==> config.mk <==
export PLATFORM = sky130hd
export DESIGN_NAME = cnu_min2_acc
export DESIGN_NICKNAME = d
export VERILOG_FILES = /design/src/rtl/cnu_pkg.sv /design/src/rtl/cnu_min2_tree.sv /design/src/rtl/cnu_min2_acc.sv
export SDC_FILE = /design/constraint.sdc
export NUM_CORES = 1
export LEC_CHECK = 0
export CAP_MARGIN = 20
export CORE_MARGIN = 2
export CORE_UTILIZATION = 35
export DETAILED_ROUTE_END_ITERATION = 7
export PLACE_DENSITY = 0.54
export SYNTH_ARGS = -nofsm -noshare
export SYNTH_HDL_FRONTEND = slang
export SYNTH_HIERARCHICAL = 1
export SYNTH_SLANG_ARGS = --single-unit
==> constraint.sdc <==
create_clock -name clk -period 2 [get_ports clk]
set_input_delay 0.4 -clock clk [delete_from_list [all_inputs] [get_ports clk]]
set_output_delay 0.4 -clock clk [all_outputs]
set_load 0.02 [all_outputs]
==> src/rtl/cnu_pkg.sv <==
// ---------------------------------------------------------------------------
// cnu_pkg
//
// Shared definitions for the min-sum check-node accumulator:
//   - default widths of the magnitude, lane count and row-global index
//   - CNU_SENTINEL: all-ones magnitude meaning "no message seen yet"
//   - cnu_result_t: one emitted row result (min1, min2, idx, sign, err)
//   - cnu_sat_sub: subtraction that clamps at zero, used for the optional
//     offset-min-sum correction
// ---------------------------------------------------------------------------
package cnu_pkg;

    localparam int CNU_DATA_W = 9;
    localparam int CNU_LANES  = 4;
    localparam int CNU_IDX_W  = 5;

    // An empty slot compares larger than or equal to any real message
    localparam logic [CNU_DATA_W-1:0] CNU_SENTINEL = '1;

    typedef struct packed {
        logic [CNU_DATA_W-1:0] min1;
        logic [CNU_DATA_W-1:0] min2;
        logic [CNU_IDX_W-1:0]  idx;
        logic                  sign;
        logic                  err;
    } cnu_result_t;

    // Offset-min-sum correction: never wraps below zero
    function automatic logic [CNU_DATA_W-1:0] cnu_sat_sub(
        input logic [CNU_DATA_W-1:0] value,
        input logic [CNU_DATA_W-1:0] offset
    );
        return (value > offset) ? (value - offset) : '0;
    endfunction

endpackage

==> src/rtl/cnu_min2_tree.sv <==
// ---------------------------------------------------------------------------
// cnu_min2_tree
//
// Combinational finder for the smallest and second-smallest magnitude among
// the unmasked lanes of one input beat, plus the index of the smallest one
// and the XOR of the unmasked sign bits.
//
// Ports:
//   i_mag    DATA_W*LANES  lane k magnitude at [k*DATA_W +: DATA_W]
//   i_sign   LANES         lane sign bits
//   i_mask   LANES         lane enables; a masked lane reads as all-ones and
//                          contributes no sign
//   i_base   IDX_W         row-global index of lane 0 in this beat
//   o_min1   DATA_W        smallest magnitude
//   o_min2   DATA_W        second-smallest magnitude
//   o_idx    IDX_W         i_base + lane of o_min1
//   o_sign   1             XOR of unmasked signs
// ---------------------------------------------------------------------------
module cnu_min2_tree #(
    parameter int DATA_W = 9,
    parameter int LANES  = 4,
    parameter int IDX_W  = 5
) (
    input  logic [DATA_W*LANES-1:0] i_mag,
    input  logic [LANES-1:0]        i_sign,
    input  logic [LANES-1:0]        i_mask,
    input  logic [IDX_W-1:0]        i_base,
    output logic [DATA_W-1:0]       o_min1,
    output logic [DATA_W-1:0]       o_min2,
    output logic [IDX_W-1:0]        o_idx,
    output logic                    o_sign
);

    localparam int LANE_W = $clog2(LANES);

    logic [DATA_W-1:0] w_min1;
    logic [DATA_W-1:0] w_min2;
    logic [LANE_W-1:0] w_lane;

    // Heap-ordered binary reduction: node n combines node 2n (lower lanes)
    // with node 2n+1 (higher lanes); leaves sit at LANES..2*LANES-1.
    // The higher-lane child only wins on strictly smaller magnitude, so on a
    // tie the lower lane keeps min1 and the equal value becomes min2.
    function automatic logic [2*DATA_W+LANE_W-1:0] findMinPair(
        input logic [DATA_W*LANES-1:0] mag,
        input logic [LANES-1:0]        mask
    );
        logic [DATA_W-1:0] m1 [1:2*LANES-1];
        logic [DATA_W-1:0] m2 [1:2*LANES-1];
        logic [LANE_W-1:0] ix [1:2*LANES-1];
        for (int k = 0; k < LANES; k++) begin
            m1[LANES+k] = mask[k] ? mag[k*DATA_W +: DATA_W] : '1;
            m2[LANES+k] = '1;
            ix[LANES+k] = LANE_W'(k);
        end
        for (int n = LANES - 1; n >= 1; n--) begin
            if (m1[2*n+1] < m1[2*n]) begin
                m1[n] = m1[2*n+1];
                ix[n] = ix[2*n+1];
                m2[n] = (m1[2*n] < m2[2*n+1]) ? m1[2*n] : m2[2*n+1];
            end else begin
                m1[n] = m1[2*n];
                ix[n] = ix[2*n];
                m2[n] = (m1[2*n+1] < m2[2*n]) ? m1[2*n+1] : m2[2*n];
            end
        end
        return {m1[1], m2[1], ix[1]};
    endfunction

    assign {w_min1, w_min2, w_lane} = findMinPair(i_mag, i_mask);

    assign o_min1 = w_min1;
    assign o_min2 = w_min2;
    assign o_idx  = i_base + IDX_W'(w_lane);
    assign o_sign = ^(i_sign & i_mask);

endmodule

==> src/rtl/cnu_min2_acc.sv <==
// ---------------------------------------------------------------------------
// cnu_min2_acc
//
// Streaming min-sum check-node accumulator. A check row arrives as one or
// more beats of LANES sign/magnitude messages; the block tracks min1, its
// row-global index, min2 and the XOR of signs, and on the last beat emits
// one result through a valid/ready output register.
//
// Optional feature: define CNU_OFFSET_EN to subtract OFFSET (clamped at 0)
// from both output minima. Without it the raw minima are emitted.
//
// Ports:
//   clk        1             clock, rising edge
//   rst_n      1             asynchronous active-low reset
//   in_valid   1             beat valid
//   in_ready   1             beat accepted when in_valid & in_ready
//   in_mag     DATA_W*LANES  lane k at [k*DATA_W +: DATA_W]
//   in_sign    LANES         lane sign bits
//   in_mask    LANES         lane enables
//   in_last    1             final beat of the row
//   out_valid  1             result valid
//   out_ready  1             result consumed when out_valid & out_ready
//   out_min1   DATA_W        smallest magnitude
//   out_min2   DATA_W        second-smallest magnitude
//   out_idx    IDX_W         row-global index of min1
//   out_sign   1             XOR of unmasked signs
//   out_err    1             row ran past 2^IDX_W/LANES beats
// ---------------------------------------------------------------------------
module cnu_min2_acc
    import cnu_pkg::*;
#(
    parameter int DATA_W = CNU_DATA_W,
    parameter int LANES  = CNU_LANES,
    parameter int IDX_W  = CNU_IDX_W,
    parameter int OFFSET = 1
) (
    input  logic                    clk,
    input  logic                    rst_n,
    input  logic                    in_valid,
    output logic                    in_ready,
    input  logic [DATA_W*LANES-1:0] in_mag,
    input  logic [LANES-1:0]        in_sign,
    input  logic [LANES-1:0]        in_mask,
    input  logic                    in_last,
    output logic                    out_valid,
    input  logic                    out_ready,
    output logic [DATA_W-1:0]       out_min1,
    output logic [DATA_W-1:0]       out_min2,
    output logic [IDX_W-1:0]        out_idx,
    output logic                    out_sign,
    output logic                    out_err
);

    localparam int LANE_W   = $clog2(LANES);
    localparam int BEAT_MAX = (2 ** IDX_W) / LANES;
    localparam int BEAT_W   = $clog2(BEAT_MAX + 1);

`ifdef CNU_OFFSET_EN
    localparam int EFF_OFFSET = OFFSET;
`else
    localparam int EFF_OFFSET = 0;
`endif

    // Accumulator for the row in progress
    logic [DATA_W-1:0] r_acc_min1;
    logic [DATA_W-1:0] r_acc_min2;
    logic [IDX_W-1:0]  r_acc_idx;
    logic              r_acc_sign;
    logic [BEAT_W-1:0] r_beat;
    logic              r_err;

    // Output register
    cnu_result_t       r_out;
    logic              r_out_valid;

    logic              w_accept;
    logic              w_saturated;
    logic [IDX_W-1:0]  w_base;
    logic [DATA_W-1:0] w_loc_min1;
    logic [DATA_W-1:0] w_loc_min2;
    logic [IDX_W-1:0]  w_loc_idx;
    logic              w_loc_sign;
    logic              w_local_wins;
    logic [DATA_W-1:0] w_new_min1;
    logic [DATA_W-1:0] w_new_min2;
    logic [IDX_W-1:0]  w_new_idx;
    logic              w_new_sign;
    logic              w_new_err;
    cnu_result_t       w_result;

    // The input stalls only while a finished result is still unconsumed
    assign in_ready    = !(r_out_valid && !out_ready);
    assign w_accept    = in_valid && in_ready;
    assign w_saturated = (r_beat == BEAT_W'(BEAT_MAX));

    // Lane 0 of beat b has global index b*LANES; past saturation the index
    // wraps, which is acceptable because overflowing rows are flagged.
    assign w_base = IDX_W'(r_beat) << LANE_W;

    cnu_min2_tree #(
        .DATA_W (DATA_W),
        .LANES  (LANES),
        .IDX_W  (IDX_W)
    ) u_tree (
        .i_mag  (in_mag),
        .i_sign (in_sign),
        .i_mask (in_mask),
        .i_base (w_base),
        .o_min1 (w_loc_min1),
        .o_min2 (w_loc_min2),
        .o_idx  (w_loc_idx),
        .o_sign (w_loc_sign)
    );

    // Merge the beat into the accumulator. The accumulator holds earlier
    // indices, so the beat only takes min1 on strictly smaller magnitude.
    // min2 is the smallest of the three values left after picking min1:
    // when the beat wins, acc_min1 <= acc_min2 so only acc_min1 and the
    // beat's min2 matter; otherwise only acc_min2 and the beat's min1 do.
    assign w_local_wins = (w_loc_min1 < r_acc_min1);
    assign w_new_min1   = w_local_wins ? w_loc_min1 : r_acc_min1;
    assign w_new_idx    = w_local_wins ? w_loc_idx  : r_acc_idx;
    assign w_new_min2   = w_local_wins
                        ? ((r_acc_min1 < w_loc_min2) ? r_acc_min1 : w_loc_min2)
                        : ((w_loc_min1 < r_acc_min2) ? w_loc_min1 : r_acc_min2);
    assign w_new_sign   = r_acc_sign ^ w_loc_sign;

    // An overflowing last beat must still be reported with its own row
    assign w_new_err    = r_err || w_saturated;

    // Record loaded into the output register on an accepted last beat;
    // the offset applies to the sentinel as well
    always_comb begin
        w_result      = '0;
        w_result.min1 = cnu_sat_sub(w_new_min1, DATA_W'(EFF_OFFSET));
        w_result.min2 = cnu_sat_sub(w_new_min2, DATA_W'(EFF_OFFSET));
        w_result.idx  = w_new_idx;
        w_result.sign = w_new_sign;
        w_result.err  = w_new_err;
    end

    // Accumulator, beat counter and sticky overflow flag. An accepted last
    // beat reinitialises everything so the next row can start immediately.
    always_ff @(posedge clk or negedge rst_n) begin
        if (!rst_n) begin
            r_acc_min1 <= CNU_SENTINEL;
            r_acc_min2 <= CNU_SENTINEL;
            r_acc_idx  <= '0;
            r_acc_sign <= 1'b0;
            r_beat     <= '0;
            r_err      <= 1'b0;
        end else if (w_accept) begin
            if (in_last) begin
                r_acc_min1 <= CNU_SENTINEL;
                r_acc_min2 <= CNU_SENTINEL;
                r_acc_idx  <= '0;
                r_acc_sign <= 1'b0;
                r_beat     <= '0;
                r_err      <= 1'b0;
            end else begin
                r_acc_min1 <= w_new_min1;
                r_acc_min2 <= w_new_min2;
                r_acc_idx  <= w_new_idx;
                r_acc_sign <= w_new_sign;
                r_err      <= w_new_err;
                if (!w_saturated) begin
                    r_beat <= r_beat + BEAT_W'(1);
                end
            end
        end
    end

    // Output register: loads on an accepted last beat, holds while stalled,
    // and drops valid on a consume with nothing new arriving. A consume and
    // a new load in the same cycle keep valid high.
    always_ff @(posedge clk or negedge rst_n) begin
        if (!rst_n) begin
            r_out.min1  <= CNU_SENTINEL;
            r_out.min2  <= CNU_SENTINEL;
            r_out.idx   <= '0;
            r_out.sign  <= 1'b0;
            r_out.err   <= 1'b0;
            r_out_valid <= 1'b0;
        end else begin
            if (w_accept && in_last) begin
                r_out       <= w_result;
                r_out_valid <= 1'b1;
            end else if (out_ready) begin
                r_out_valid <= 1'b0;
            end
        end
    end

    assign out_valid = r_out_valid;
    assign out_min1  = r_out.min1;
    assign out_min2  = r_out.min2;
    assign out_idx   = r_out.idx;
    assign out_sign  = r_out.sign;
    assign out_err   = r_out.err;

endmodule

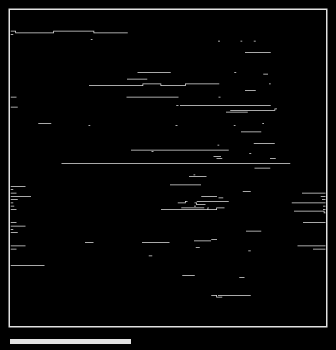
Figure 1: run 1, the metal 3 layer.
The bar under the picture is 50 um long.
65 nets have wire on it. The wires run mostly horizontal. The longest straight run is 93.8 um.
WL final: 20000 um
GRT met3 Usage: 2.58%

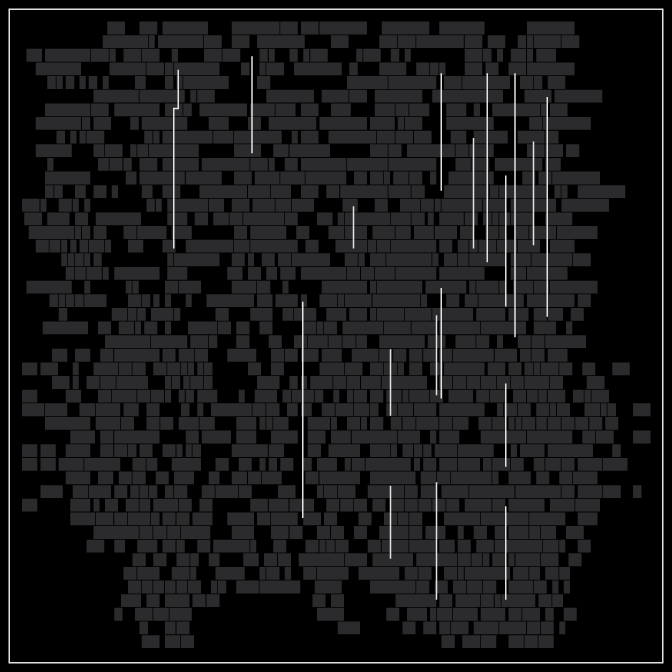
Figure 2: run 1, M4 wires.
Cells faint in the background.
The longest straight run is 52.4 um. The layer holds 2.3% of the routed length. 17 nets have wire on it.
DR vias: 5918

==> impl_metrics.toml, run 1 <==
# physical design summary
[global_route]
grt_first_pass_wirelength_um = 30700
track_usage_pct = 22.8
grt-ovfl-total = 0
grt-busiest-layer = "met2"
grt_max_degree = 31

[worst_setup_path]
cpMaxStageDelayCell = "or3_4"
crit_type = "primary input to flip-flop"
slowest_delay_ns = 0.42
critPathLaunch = "in_mask[0]"
r2r_cells = 9
path_max_fanout = 6
regToRegStartpoint = "r_acc_min2[3]$_DFFE_PN1P_"
critPathRequiredTime_ns = 2.23
crit_path_end_kind = "flip-flop"
start_kind = "primary input"

[route]
met2_length_um = 10300
met1Wirelength_um = 8630
drtAntennaViolNets = 0
firstDrtPassIters = 4
avgViaCountPerCell = 5.03
drc = 0
top_layer_used = "met4"
routed-wl-met3_um = 673

[floorplanning]
die_width_um = 130
initCoreUtil_pct = 35.4
die_area_mm2 = 0.0169
die_height_um = 130
io_pins = 76

[placed_design]
gp_congestion = 0.924
portBuffers = 75
place_inst = 1092
dp_hpwl_um = 13900

[logic_synthesis]
yosys_area_mm2 = 0.00556
edf_count = 0
logic_family = "multiplexers"
synth.cellmix.compoundShare_pct = 17.5
syn_area_mm2 = 0.00556
simple_gate_area_share_pct = 15.1
synthArstFlopShare_pct = 100
synth-main-ff-cell = "dfstp_2"
synthAdderAreaFrac_pct = 14.7
postSynthSeqShare_pct = 25.6
synthCells = 628
top_cell = "mux2i_1"
topCellsByArea = "dfstp_2, mux2i_1, ha_1"
synth.area.mux_share_pct = 19.0
syn_avg_cell_area_um2 = 8.86

[layout]
drive_above_1_share_pct = 56.4
syn_to_final_growth_pct = 85.7
finalNonFillerCells = 1177
final_nets = 1073
diodes = 0

[sta]
finalSetupViolations = 46
worstMarginPinSlew_ns = 0.557
finalClockPeriodUsage_pct = 285
setup_tns_ns = -154.23
fin_crit_ns = 5.69
rsz0062_at_grt = "true"
slew_headroom_pct = 62.8
finalWorstSetupSlack_ns = -3.69
fmax_mhz = 176
hold_viol = 0

[clock_network]
cts_buffers = 5
insertion_delay_ns = 0.30
cts.clk_slew.worst_paths_ns = 0.08
cts_root_buf = "clkbuf_16"
cts-htree-levels = 2

[run]
drv_cap = 0

[power]
power.density_mw_per_mm2 = 1370
peakVddDrop_mv = 0.822

[outcome]
violations = "negative setup slack"
status = "complete, but fails checks"

[min_path]
hold_class = "primary input to asynchronous set/reset pin"
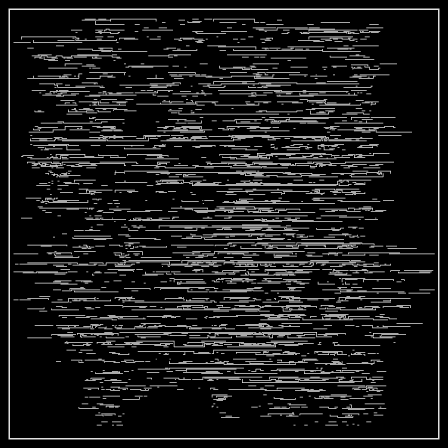
Figure 3: run 1, metal 1.
1017 nets have wire on it. The layer carries 8630 um of wire.
Global Route met1 Usage: 29.7%

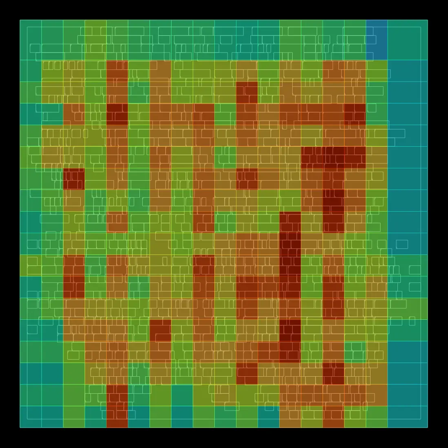
Figure 4: run 1, track usage over the die.
Wirelength per Cell: 17.0 um
met2 Use GR: 40.6%
final core occ: 65.7%

[run 1: layout by cell type (no fill, tap or decap), types with 11 or more instances in the layout]
cell type and instances:
buf_4 228, o21ai_0 14, mux2i_1 42, o21ai_2 11, buf_12 11, ha_4 30, a21o_1 12, dfrtp_1 19
mux2i_4 26, inv_1 42, clkdlybuf4s50_1 41, nand2_1 63, dfstp_2 36, a21oi_2 12, buf_6 28, dlygate4sd2_1 16
o21ai_1 29, ha_1 31, nand2b_4 20, mux2i_2 14
[run 1: repair_timing]
item	4_1_cts	5_1_grt
resized	256	93
pin swaps	74	53
gates cloned	7	0
endpoints found under the setup margin	48	46
buffers inserted	54	26
[run 1: layout make-up]
class	count	area, um^2
repair inverters	1	8.76
repair buffers	348	3040
well taps	216	270
multi-input cells	489	5160
flip-flops and latches	55	1420
clock inverters	3	46.3
clock buffers	5	125
inverters	60	260
fillers	1169	5380
[run 1: stage by stage]
stage          instance area [um^2]  total power, mW  hold slack [ns]  setup slack [ns]
2_1_floorplan                  5870             6.70            0.104             -3.36
3_3_place_gp                   8210             9.27            0.428             -4.30
3_5_place_dp                   8210             9.44            0.425             -4.37
4_1_cts                        9820             12.8           0.0966             -3.40
5_1_grt                       10300             14.9            0.109             -3.84
6_report                      10300             14.1           0.0886             -3.69
[run 1: critical path, delay by kind of cell]
kind,cells,cell delay (ns)
buffers and inverters,7,0.80
and+or+nand+nor,7,1.20
AOI/OAI and AO/OA,8,1.43
adders and majority gates,3,0.74
muxes,6,1.35
[run 1: power by group]
part	switching (mW)	internal [mW]
Combinational	4.91	6.00
Clock	0.446	0.597
Sequential	0.367	1.81
[run 1: registers in the layout, indices dropped and copies added (netlist names), 4 cells and up]
signal,count
r_acc_min1,9
r_beat,4
out_min2,9
out_min1,9
out_idx,5
r_acc_idx,5
r_acc_min2,9
==> run 2, diff against run 1 <==
Settings changed: CORE_UTILIZATION 35 to 25, PLACE_DENSITY 0.54 to 0.41.
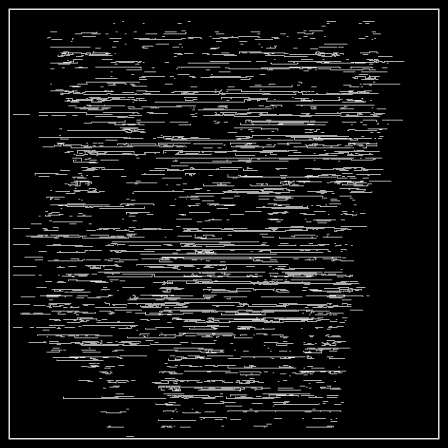
Figure 5: run 2, metal 1.
The longest straight run is 65.8 um. The layer carries 8660 um of wire. The wires run mostly horizontal.
Global Route met1 Usage: 21.0%
WL final: 18600 um
DR vias: 5630

==> impl_metrics.toml, run 2 <==
# physical design summary
[layout]
layout.cells.most_common_list = "buf_4, nand2_1, mux2i_1"
syn_to_final_growth_pct = 79.4
finalNonFillerCells = 1236
layout.cells.most_common = "buf_4"
final_nets = 1068
final_area_mm2 = 0.00998
comb_area_mm2 = 0.00484
num-fill-cells = 2088
diodes = 0
seq_area_mm2 = 0.00142
drive_above_1_share_pct = 52.3

[placed_design]
dp_hpwl_um = 14200
place_inst = 1155
detailed_place.area_mm2 = 0.00831
portBuffers = 75
pre_cts_slack_ns = -4.45
gp_congestion = 0.872

[worst_setup_path]
critPathRequiredTime_ns = 2.23
crit_path_end_kind = "flip-flop"
start_kind = "primary input"
slowest_delay_ns = 0.40
cpMaxStageDelayCell = "or3_4"
path_max_fanout = 8
crit_type = "primary input to flip-flop"

[power]
pg_seq_mw = 2.12
peakVddDrop_mv = 0.646
power.share.clock_pct = 8.0
switching_share_pct = 40.0
p_seq_share_pct = 16.5
power_mw = 12.8
power.density_mw_per_mm2 = 1280
power-top-group = "combinational cells"
comb_power_share_pct = 75.5
powerComb_mw = 9.68
power_clock_mw = 1.02
p_sw_mw = 5.13
p_int_mw = 7.69

[logic_synthesis]
top_cell = "mux2i_1"
synthArstFlopShare_pct = 100
postSynthSeqShare_pct = 25.6
syn_avg_cell_area_um2 = 8.86
synthCells = 628
syn_area_mm2 = 0.00556
yosys_area_mm2 = 0.00556
edf_count = 0
synth-main-ff-cell = "dfstp_2"
topCellsByArea = "dfstp_2, mux2i_1, ha_1"

[global_route]
grt_first_pass_wirelength_um = 30000
first_global_vias = 5861
grt_max_degree = 37
grt-busiest-layer = "met2"
grt-ovfl-total = 0
track_usage_pct = 15.7
grtUsageMet3_pct = 1.53

[route]
drtAntennaViolNets = 0
drc = 0
firstDrtPassIters = 5
avgViaCountPerCell = 4.56
wl_per_cell_um = 15.1

[sta]
rsz0062_at_grt = "true"
fin_crit_ns = 5.33
finalWorstSetupSlack_ns = -3.33
setup_tns_ns = -143.63
fmax_mhz = 188
finalClockPeriodUsage_pct = 267
hold_viol = 0
finalSetupViolations = 46
holdWs_ns = 0.240

[outcome]
violations = "negative setup slack"
status = "complete, but fails checks"

[floorplanning]
io_pins = 76
die_area_mm2 = 0.0235
die_width_um = 153
die_height_um = 153
initCoreUtil_pct = 25.5

[clock_network]
post_cts_resized = 181
cts_setup_buffers = 46
cts.clk_slew.worst_paths_ns = 0.08
cts_buffers = 5
insertion_delay_ns = 0.30
cts-htree-levels = 2
cts_root_buf = "clkbuf_16"

[min_path]
hold_class = "primary input to asynchronous set/reset pin"

[run]
warnings = 30
drv_cap = 0
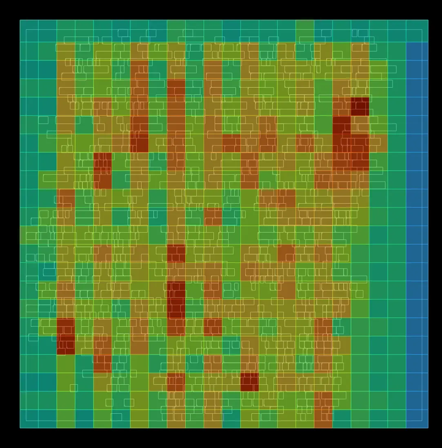
Figure 6: run 2, track usage over the die.
met2 Use GR: 27.7%
final core occ: 45.7%

[run 2: cell families after synthesis]
family / after synthesis / share of synthesized area [%]
DFF: 55 / 25.6
muxes: 101 / 19.0
and+or+nand+nor: 167 / 15.1
AOI/OAI and AO/OA: 145 / 17.5
adders and majority gates: 65 / 14.7
xor gates and xnor gates: 8 / 1.26
other: 1 / 0.0674
buffers and inverters: 86 / 6.75
[run 2: layout make-up]
type | count | area share [%]
multi-input combinational | 491 | 48.6
sequential | 55 | 14.2
clock buffer | 6 | 1.29
tap | 280 | 3.51
timing repair inverter | 1 | 0.0878
timing repair buffer | 341 | 29.3
clock inverter | 2 | 0.364
inverter | 60 | 2.61
[run 2: worst max-delay path, delay by kind of cell]
family                     cells  cell delay, ns
buffers and inverters          7            0.93
and+or+nand+nor                5            0.84
adders and majority gates      3            0.65
AOI/OAI and AO/OA              9            1.59
muxes                          6            1.15
[run 2: final timing paths]
| check | startpoint | endpoint | cells after the start |
|---|---|---|---|
| worst max-delay path | in_mask[1] | out_min2[7]$_DFFE_PN1P_ | 30 |
| worst min-delay path | rst_n | r_acc_min2[7]$_DFFE_PN1P_ | 1 |
| worst max register to register | r_acc_min1[4]$_DFFE_PN1P_ | r_acc_min2[7]$_DFFE_PN1P_ | 11 |
| worst min register to register | out_min1[8]$_DFFE_PN1P_ | out_min1[8]$_DFFE_PN1P_ | 2 |
| max in group asynchronous | rst_n | r_acc_min1[0]$_DFFE_PN1P_ | 2 |
| min in group clk | out_min1[8]$_DFFE_PN1P_ | out_min1[8]$_DFFE_PN1P_ | 2 |
[run 2: routing by layer]
metal / part of all wire, % / vias up
li1: - / 2879
met1: 46 / 2670
met2: 50 / 61
met3: 1.9 / 20
met4: 1.3 / 0
met5: 0 / -
==> run 3, diff against run 2 <==
Clock period 2 ns to 4.8 ns, I/O delays scaled along.
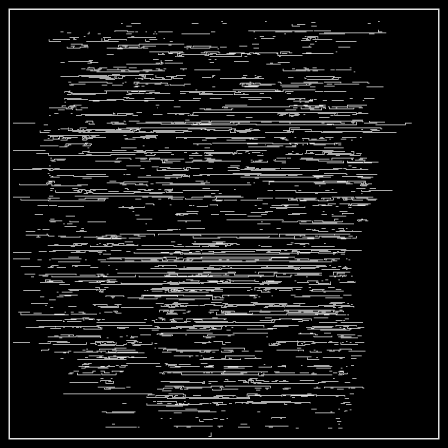
Figure 7: run 3, metal 1.
The layer holds 49% of the routed length. 943 nets have wire on it. The wires run mostly horizontal. The layer carries 8960 um of wire.
WL final: 18300 um
Global Route met1 Usage: 21.3%
DR vias: 5428

==> impl_metrics.toml, run 3 <==
# physical design summary
[outcome]
status = "complete, but fails checks"
violations = "negative setup slack"

[min_path]
hold_end = "out_min1[3]$_DFFE_PN1P_"
hold_class = "flip-flop to flip-flop"
worstHoldStart = "out_min1[3]$_DFFE_PN1P_"

[logic_synthesis]
synthArstFlopShare_pct = 100
topCellsByArea = "dfstp_2, mux2i_1, ha_1"
yosys_area_mm2 = 0.00556
syn_area_mm2 = 0.00556
postSynthSeqShare_pct = 25.6
top_cell = "mux2i_1"
syn_avg_cell_area_um2 = 8.86
synthCells = 628

[layout]
sh_seq_area_pct = 14.8
final_nets = 1011
syn_to_final_growth_pct = 72.9
num-fill-cells = 2106
buffers = 286
layout.cells.most_common_list = "buf_4, nand2_1, mux2i_1"
comb-cell-share_pct = 51.2
drive_above_1_share_pct = 50.5
comb_area_mm2 = 0.00492
diodes = 0
layout.cells.most_common = "buf_4"
seq_area_mm2 = 0.00142
n_clock_buffer = 6
inverters = 61
final_area_mm2 = 0.00962
clock_area_share_pct = 1.81
dominant-cell-class = "multi-input combinational cells"

[sta]
fin_crit_ns = 5.91
setup_tns_ns = -42.65
finalWorstSetupSlack_ns = -1.11
fmax_mhz = 169
finalSetupViolations = 46
holdWs_ns = 0.468
rsz0062_at_grt = "true"
hold_viol = 0
finalClockPeriodUsage_pct = 123

[route]
met2_length_um = 8920
met1Wirelength_um = 8960
firstDrtPassIters = 4
drc = 0
top_layer_used = "met4"
drtAntennaViolNets = 0
wl_per_cell_um = 15.6
routed-wl-met3_um = 330
avgViaCountPerCell = 4.60

[worst_setup_path]
cp.arrival_ns = 6.13
r2r_cells = 9
regToRegStartpoint = "r_acc_min1[4]$_DFFE_PN1P_"
crit_type = "primary input to flip-flop"
timing.rr.end = "r_acc_min1[0]$_DFFE_PN1P_"
path_buffers = 10
crit_path_end_kind = "flip-flop"
cpMaxStageDelayCell = "o21ai_0"

[clock_network]
post_cts_resized = 147
cts_root_buf = "clkbuf_16"
cts_setup_buffers = 30
insertion_delay_ns = 0.30
cts.clk_slew.worst_paths_ns = 0.07
cts_buffers = 5
cts-htree-levels = 2

[power]
power_mw = 4.96
peakVddDrop_mv = 0.297
power.density_mw_per_mm2 = 516

[global_route]
track_usage_pct = 15.5
first_global_vias = 5775
grt_max_degree = 56
grt-ovfl-total = 0
grt_first_pass_wirelength_um = 29800

[placed_design]
detailed_place.area_mm2 = 0.00799
dp_hpwl_um = 14200
portBuffers = 75
place_inst = 1115
gp_congestion = 0.886

[run]
warnings = 30
drv_cap = 0

[floorplanning]
die_area_mm2 = 0.0235
tapCellCount = 280
die_height_um = 153
initCoreUtil_pct = 25.5
io_pins = 76
die_width_um = 153
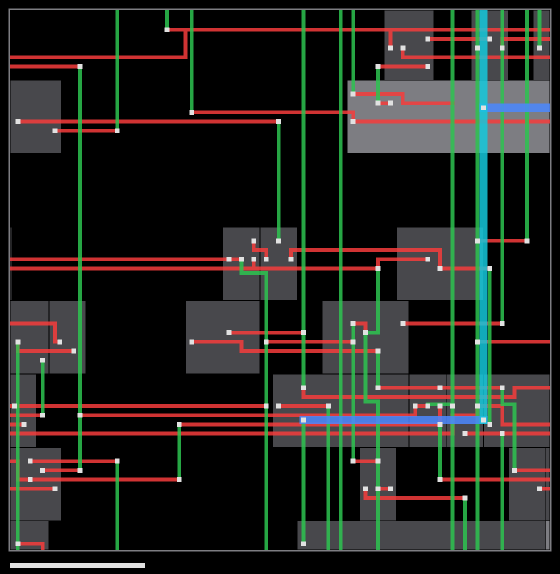
Figure 8: run 3, zoomed window.
The bar under the picture is 5 um long. Region (28, 105) to (48, 125) um. Cells in gray, sequential cells in the stronger gray; small squares are vias.
Key: blue = metal 3; cyan = metal 4; red = metal 1; green = metal 2
Netlist names of flops here include r_acc_idx (1). Most frequent: nand2_1 (5), inv_1 (2), xnor2_1 (2). 17 logic cells have their middle in the window. Sequential cells in the window: 1.

==> run 3: cell counts after synthesis <==
No cell type changed its count.
==> run 3: power by group <==
group	switching, mW	internal [mW]	total, mW	leakage (nW)
Sequential	0.179	0.757	0.935	0.625
Clock	0.173	0.260	0.433	0.0868
Combinational	1.68	1.92	3.59	3.82
==> run 3: how the worst max path moves through the flow <==
stage          startpoint                      end  slack [ns]  cells past startpoint
5_1_grt        in_mask[0]  out_min2[7]$_DFFE_PN1P_       -1.37                     29
6_report       in_mask[2]  out_min2[5]$_DFFE_PN1P_       -1.11                     31
4_1_cts        in_mag[30]  out_min2[8]$_DFFE_PN1P_       -1.23                     31
3_3_place_gp   in_mask[1]  out_min2[5]$_DFFE_PN1P_       -2.20                     28
3_5_place_dp   in_mask[1]  out_min2[5]$_DFFE_PN1P_       -2.24                     28
2_1_floorplan  in_mask[0]  out_min2[2]$_DFFE_PN1P_       -1.12                     30
==> run 3: logic make-up after synthesis <==
logic type	synth area share, %
adder cells (fa/ha/maj)	14.7
flip-flops	25.6
AND-OR/OR-AND	17.5
AND/OR/NAND/NOR	15.1
XOR/XNOR	1.26
other	0.0674
buffers and inverters	6.75
multiplexers	19.0
==> run 3: worst reg2reg max path, stage by stage, from the launching register on <==
cell and delay (ns):
dfstp_2 0.61, inv_1 0.06, ha_1 0.33, a211oi_2 0.22
nor2_1 0.07, a211oi_2 0.23, o21ai_4 0.13, buf_6 0.15
or2_4 0.29, o22a_1 0.21
==> run 3: metal layers <==
layer | up-vias | global-route usage, %
met5 | - | 0
met4 | 0 | 1.90
met3 | 11 | 1.93
met2 | 50 | 26.8
met1 | 2593 | 21.3
li1 | 2774 | -
Power figures rest on the tool's default switching activity, not on a simulated workload.
